==> config.mk <==
export PLATFORM = sky130hd
export DESIGN_NAME = hit_judge
export DESIGN_NICKNAME = d
export VERILOG_FILES = /design/src/rtl/hit_judge_pkg.sv /design/src/rtl/lane_judge.sv /design/src/rtl/hit_judge.sv
export SDC_FILE = /design/constraint.sdc
export NUM_CORES = 1
export LEC_CHECK = 0
export CAP_MARGIN = 20
export CORE_MARGIN = 3
export CORE_UTILIZATION = 45
export CTS_CLUSTER_SIZE = 24
export DETAILED_ROUTE_END_ITERATION = 8
export PLACE_DENSITY = 0.71
export SLEW_MARGIN = 10
export SYNTH_ARGS = -nofsm -noshare
export SYNTH_HDL_FRONTEND = slang
export SYNTH_HIERARCHICAL = 1
export SYNTH_SLANG_ARGS = --single-unit
==> constraint.sdc <==
create_clock -name clk -period 9.1 [get_ports clk]
set_input_delay 1.82 -clock clk [delete_from_list [all_inputs] [get_ports clk]]
set_output_delay 1.82 -clock clk [all_outputs]
set_load 0.005 [all_outputs]
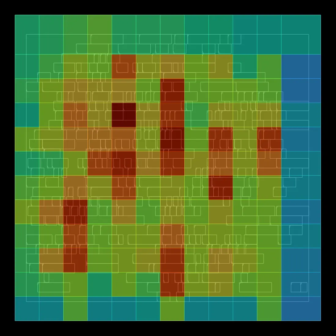
Run 1: congestion heat map
GR Layer Usage met1: 27.3%
grt met2 use: 29.8%
global routing's busiest layer: met2
routed len/inst: 15.6 um

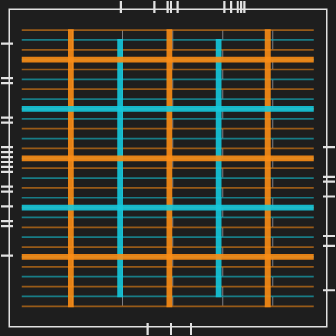
Run 1: PDN straps and rails
Pins as bars on the die edge. Tap cells in grey.
net	colour
VSS	orange
VDD	cyan
met4 straps	5
met5 straps	5
maximum VDD drop: 0.114 mV
Die Width: 87.1 um

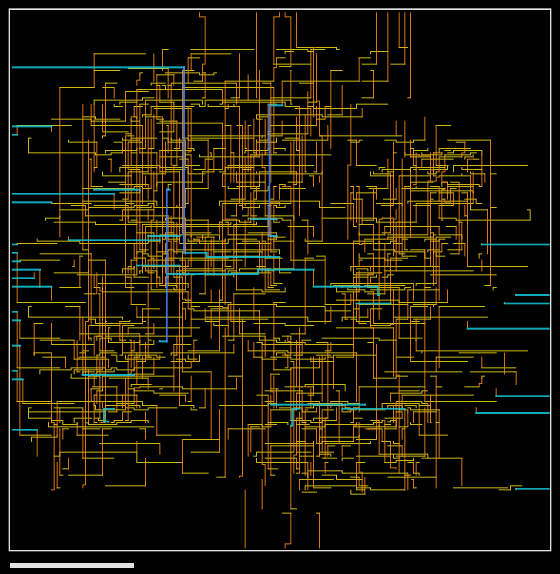
Run 1: signal wires by layer
Bar = 20 um.
layer	colour	wire length
metal 2	orange	3000 um
metal 3	cyan	287 um
metal 1	yellow	3220 um
metal 4	blue	75.5 um
GRT Overall Usage: 19.2%
vias: 2440
Post-Route WL: 6580 um

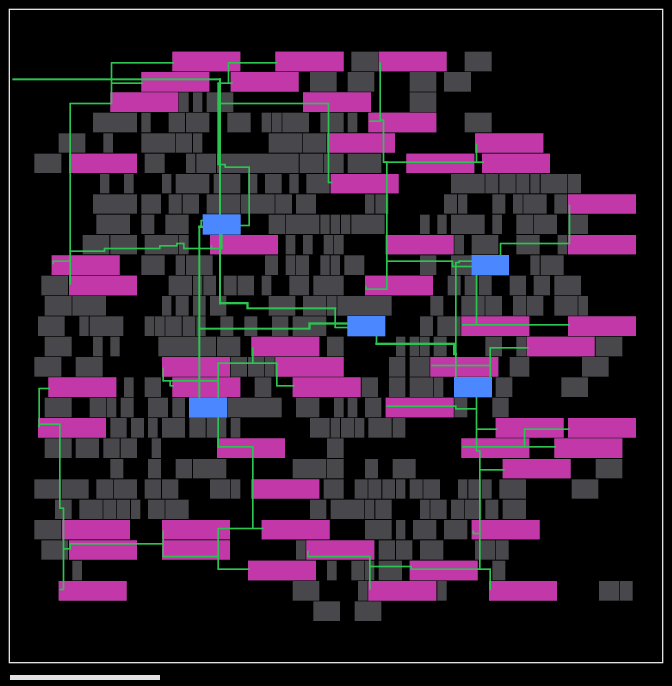
Run 1: clock wires, drivers and flops
Bar = 20 um.
[clock wires] green | length: 652 um
[flip-flops] magenta | count: 52
[clock drivers] blue | count: 5
flops lie	widely spread
routed clock nets	6
insertion delay at the late pin of the worst-skew pair: 0.30 ns
skew final: 0.00561 ns
Clock group: 0.159 mW

==> impl_metrics.tcl, run 1 <==
# implementation run metrics
set metrics [dict create \
    status "completed" \
    hold_depth 0 \
    grt_pass1_vias 2439 \
    core-area_mm2 0.00613 \
    edf_count 0 \
    ys_top_logic_family "simple AND/OR/NAND/NOR gates" \
    largest_reg_flops 16 \
    fmax_mhz 187 \
    synthAoiAreaFrac_pct 19.7 \
    synth_top_cell_by_area "dfrtp_1" \
    area_delta_synth_final_pct 17.7 \
    diodes 0 \
    common_cells "52 x dfrtp_1, 33 x nor2_1, 24 x nand2_1, 19 x inv_1, 16 x ha_1" \
    synth_nets 337 \
    cp-end-kind "flip-flop" \
    finalCriticalPeriod_ns 5.35 \
    hp-class "reg2reg" \
    worst-r2r-cell-count 12 \
    pwr-share-clk_pct 31.1 \
    drt_first_pass_iters 4 \
    synth-cells-yosys 310 \
    worstMarginPinSlew_ns 0.772 \
    ff2ff_setup_slack_ns 5.56 \
    overflow 0 \
    crit_fanout 9 \
    p_leak_nw 1.58 \
    max_slew_margin_pct 48.5 \
    finalMaxSlewViolations 0 \
    setup_viol 0 \
    synth.avg_cell_area_um2 9.55 \
    cts_tree "done" \
    yosys_most_used_dff "dfrtp_1" \
    power_frac_comb_pct 19.9 \
    syn_area_mm2 0.00296 \
    route.detailed.drc 0 \
    rsz0062_at_grt "false" \
    synth-xor-area-share_pct 2.37 \
    drive_above_1_share_pct 8.09 \
    crit_type "in2reg" \
    cts_hold_buf 0 \
    via_per_inst 5.80 \
    adder_share_pct 8.11 \
    clk_pin_slew_ns 0.09 \
]
==> run 1: power by group through the flow <==
stage          combinational, mW  sequential [mW]  clock [mW]
6_report                   0.101            0.250       0.159
5_1_grt                    0.115            0.252       0.174
4_1_cts                    0.102            0.251       0.164
3_5_place_dp               0.101            0.255           0
3_3_place_gp              0.0980            0.254           0
2_1_floorplan             0.0732            0.253           0
==> run 1: worst max-delay path, stage by stage <==
cell             delay (ns)
clkdlybuf4s50_1        0.48
inv_1                  0.05
ha_1                   0.30
nand2_1                0.14
nor2_1                 0.07
fa_1                   0.44
ha_1                   0.25
nand4_1                0.16
nand2_1                0.09
o311a_4                0.32
ha_1                   0.32
nand4_1                0.17
nor2_2                 0.21
a21oi_2                0.09
o31ai_2                0.45
a22o_1                 0.22
==> run 1: cells in the final DEF, fill, tap and decap left out, types with 5 or more instances in the layout <==
cell type,n
clkbuf_8,5
clkdlybuf4s50_1,35
a22o_1,7
nand2_1,24
ha_1,16
o21ai_0,12
and2_1,6
nand3_1,13
nor2b_1,7
and3_1,5
nand4_1,5
inv_1,19
nor3_1,5
dfrtp_1,52
nor2_1,33
a31oi_1,14
a21oi_1,15
==> run 1: routing by layer <==
| metal | routed length (um) | global-route usage, % | part of all wire, % |
|---|---|---|---|
| met2 | 3000 | 29.8 | 46 |
| met5 | 0 | 0 | 0 |
| met1 | 3220 | 27.3 | 49 |
| met4 | 75 | 5.44 | 1.1 |
| met3 | 287 | 3.69 | 4.4 |
==> run 1: cell type report <==
cell class              count  area, um2  area share (%)
multi-input cells         230       1550            44.3
flip-flops and latches     52       1300            37.3
repair buffers             37        363            10.4
well taps                  75       93.8            2.69
inverters                  19       71.3            2.05
clock buffers               5       68.8            1.97
clock inverters             3       42.5            1.22
==> run 1: cells by family after synthesis <==
kind of cell,count (synthesis)
xor+xnor,8
compound gates,80
buf+inv,28
flops,52
fa+ha+maj,18
simple gates,124
==> run 1: per-stage QoR <==
stage / cell area [um2] / util (%) / instances
2_1_floorplan: 2960 / - / 310
3_3_place_gp: 3380 / 55.1 / 413
3_5_place_dp: 3380 / 55.1 / 413
4_1_cts: 3490 / 56.9 / 421
5_1_grt: 3490 / 56.9 / 421
6_report: 3490 / 56.9 / 421
Run 1, placed cells, one colour a class:
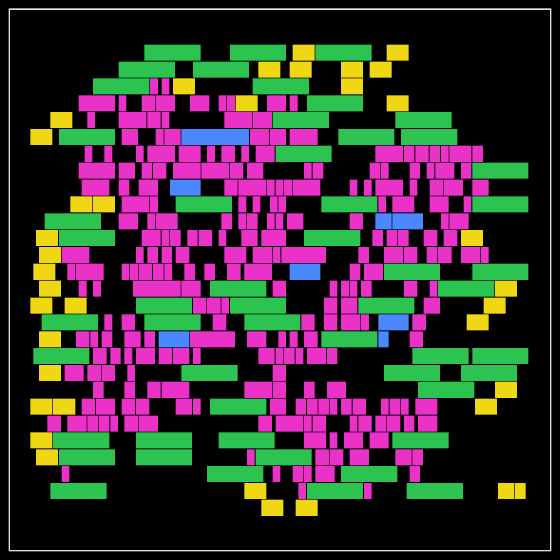

--- run 2 (diff from run 1) ---
PLACE_DENSITY = 0.73   (was 0.71)
clock period = 4.8 ns   (was 9.1 ns; I/O delays follow)
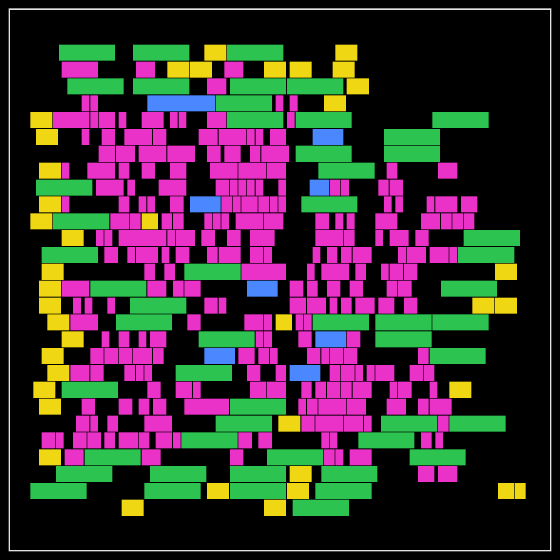
Run 2: placed cells, one colour a class
class	colour	cells
remaining buffers and delay cells	yellow	39
sequential cells	green	52
combinational and other logic	magenta	249
clock drivers and dummy loads	blue	8
Seq/total area: 37.1%
final core occ: 57.3%

==> run 2 against run 1 <==
Effect of this change: combinational power increased by 88%; setup slack got worse by 3.3 ns; area after synthesis unchanged; cell area rose by 0.72%; flip-flop count stayed put; global-route usage shrank 0.33 points; die size unchanged; hold slack lost 0.0039 ns; critical path depth is the same; clock power rose by 97%; clock-buffer cell count up 1; routed wire length down 1.5%.
==> impl_metrics.tcl, run 2 <==
# implementation run metrics
set metrics [dict create \
    route.detailed.drc 0 \
    cts_hold_buf 0 \
    lay_top_cells "52 x dfrtp_1, 35 x clkdlybuf4s50_1, 33 x nor2_1" \
    power_frac_comb_pct 19.4 \
    crit_cells 16 \
    area_delta_synth_final_pct 18.6 \
    layout_top_cell "dfrtp_1" \
    hold_depth 0 \
    crit_type "in2reg" \
    ir_worst_vdd_mv 0.224 \
    yosysSeqAreaShare_pct 43.9 \
    fmax_mhz 230 \
    die_w_um 87.1 \
    async_flop_share_pct 100 \
    yosys_most_used_dff "dfrtp_1" \
    drive_above_1_share_pct 8.62 \
    crit_fanout 6 \
    max_slew_margin_pct 51.0 \
    worstMarginPinSlew_ns 0.735 \
    core-area_mm2 0.00613 \
    p_leak_nw 1.59 \
    synth_nets 337 \
    clock_latency_ns 0.31 \
    finalWirelength_um 6490 \
    drt_first_pass_iters 4 \
    overflow 0 \
    status "completed" \
    cp-end-kind "flip-flop" \
    finalCriticalPeriod_ns 4.34 \
    synth.avg_cell_area_um2 9.55 \
    edf_count 0 \
    setup_viol 0 \
    rsz0062_at_grt "false" \
    synth-cells-yosys 310 \
    synth_top_cell_by_area "dfrtp_1" \
    crit_chain "clkdlybuf4s50_1 -> inv_1 -> ha_1 -> nand2_1 -> nor2_1 -> fa_1 -> ha_1 -> nand4_1 -> nand2_1 -> o311a_4 -> ha_1 -> nand4_1 -> nor2_2 -> a21oi_2 -> o31ai_2 -> a22o_1" \
    via_count 2450 \
    crit_slowest_cell "clkdlybuf4s50_1" \
    cp_top_family "adder cells" \
    ff2ff_setup_slack_ns 1.34 \
    largest_reg_flops 16 \
    wire_per_inst_um 15.3 \
    syn_area_mm2 0.00296 \
    cp_common_cell "ha_1" \
    common_cells "52 x dfrtp_1, 33 x nor2_1, 24 x nand2_1, 19 x inv_1, 16 x ha_1" \
    pwr-share-clk_pct 32.1 \
    hp-class "reg2reg" \
    worst-r2r-cell-count 11 \
]
run 2: cell count changes in the layout (fill, tap and decap cells not counted), sizes merged:
cell      previous run  this run
buf                  2         4
clkbuf               5         6
clkinvlp             1         0
run 2: per-layer routing:
metal | GRT usage [%] | share of wire [%] | up-vias | wire length [um]
li1 | - | - | 1202 | -
met1 | 25.7 | 49 | 1192 | 3150
met2 | 30.9 | 47 | 48 | 3030
met3 | 3.69 | 3.5 | 8 | 230
met4 | 4.60 | 1.2 | 0 | 76
met5 | 0 | 0 | - | 0
run 2: through the flow:
step	utilization, %	hold slack (ns)	instances	cell area [um2]	setup WS (ns)
final	57.3	0.361	423	3510	0.455
after detailed placement	55.3	0.342	415	3390	0.154
after global placement	55.3	0.332	415	3390	0.251
after floorplan	-	0.331	310	2960	0.841
after CTS	57.3	0.365	423	3510	0.473
after global routing	57.3	0.373	423	3510	0.0981
run 2: cell families (layout without fill, tap and decap cells):
group / after synthesis / after routing / share of synthesized area [%]
DFF: 52 / 52 / 43.9
and+or+nand+nor: 124 / 124 / 22.1
adders and majority gates: 18 / 18 / 8.11
AOI/OAI and AO/OA: 80 / 80 / 19.7
xor gates and xnor gates: 8 / 8 / 2.37
buffers and inverters: 28 / 66 / 3.84
run 2: layout make-up:
| class | instances | area, um2 |
|---|---|---|
| multi-input cells | 230 | 1550 |
| inverters | 19 | 71.3 |
| clock buffers | 6 | 82.6 |
| repair buffers | 39 | 378 |
| fillers | 530 | 2620 |
| well taps | 75 | 93.8 |
| clock inverters | 2 | 38.8 |
| flip-flops and latches | 52 | 1300 |
run 2: worst reg2reg max path: cells and delay by family, from the launching register on:
kind | cells | cell delay (ns)
adder cells (fa/ha/maj) | 1 | 0.32
flip-flops | 1 | 0.43
AND/OR/NAND/NOR | 5 | 1.25
AND-OR/OR-AND | 5 | 1.43
run 2: power by group through the flow:
stage | Clock (mW) | Sequential [mW] | Combinational [mW]
finish | 0.314 | 0.474 | 0.190
global route | 0.345 | 0.478 | 0.216
CTS | 0.326 | 0.475 | 0.192
detailed placement | 0 | 0.483 | 0.190
global placement | 0 | 0.482 | 0.186
floorplan | 0 | 0.480 | 0.139
Power figures rest on the tool's default switching activity, not on a simulated workload.
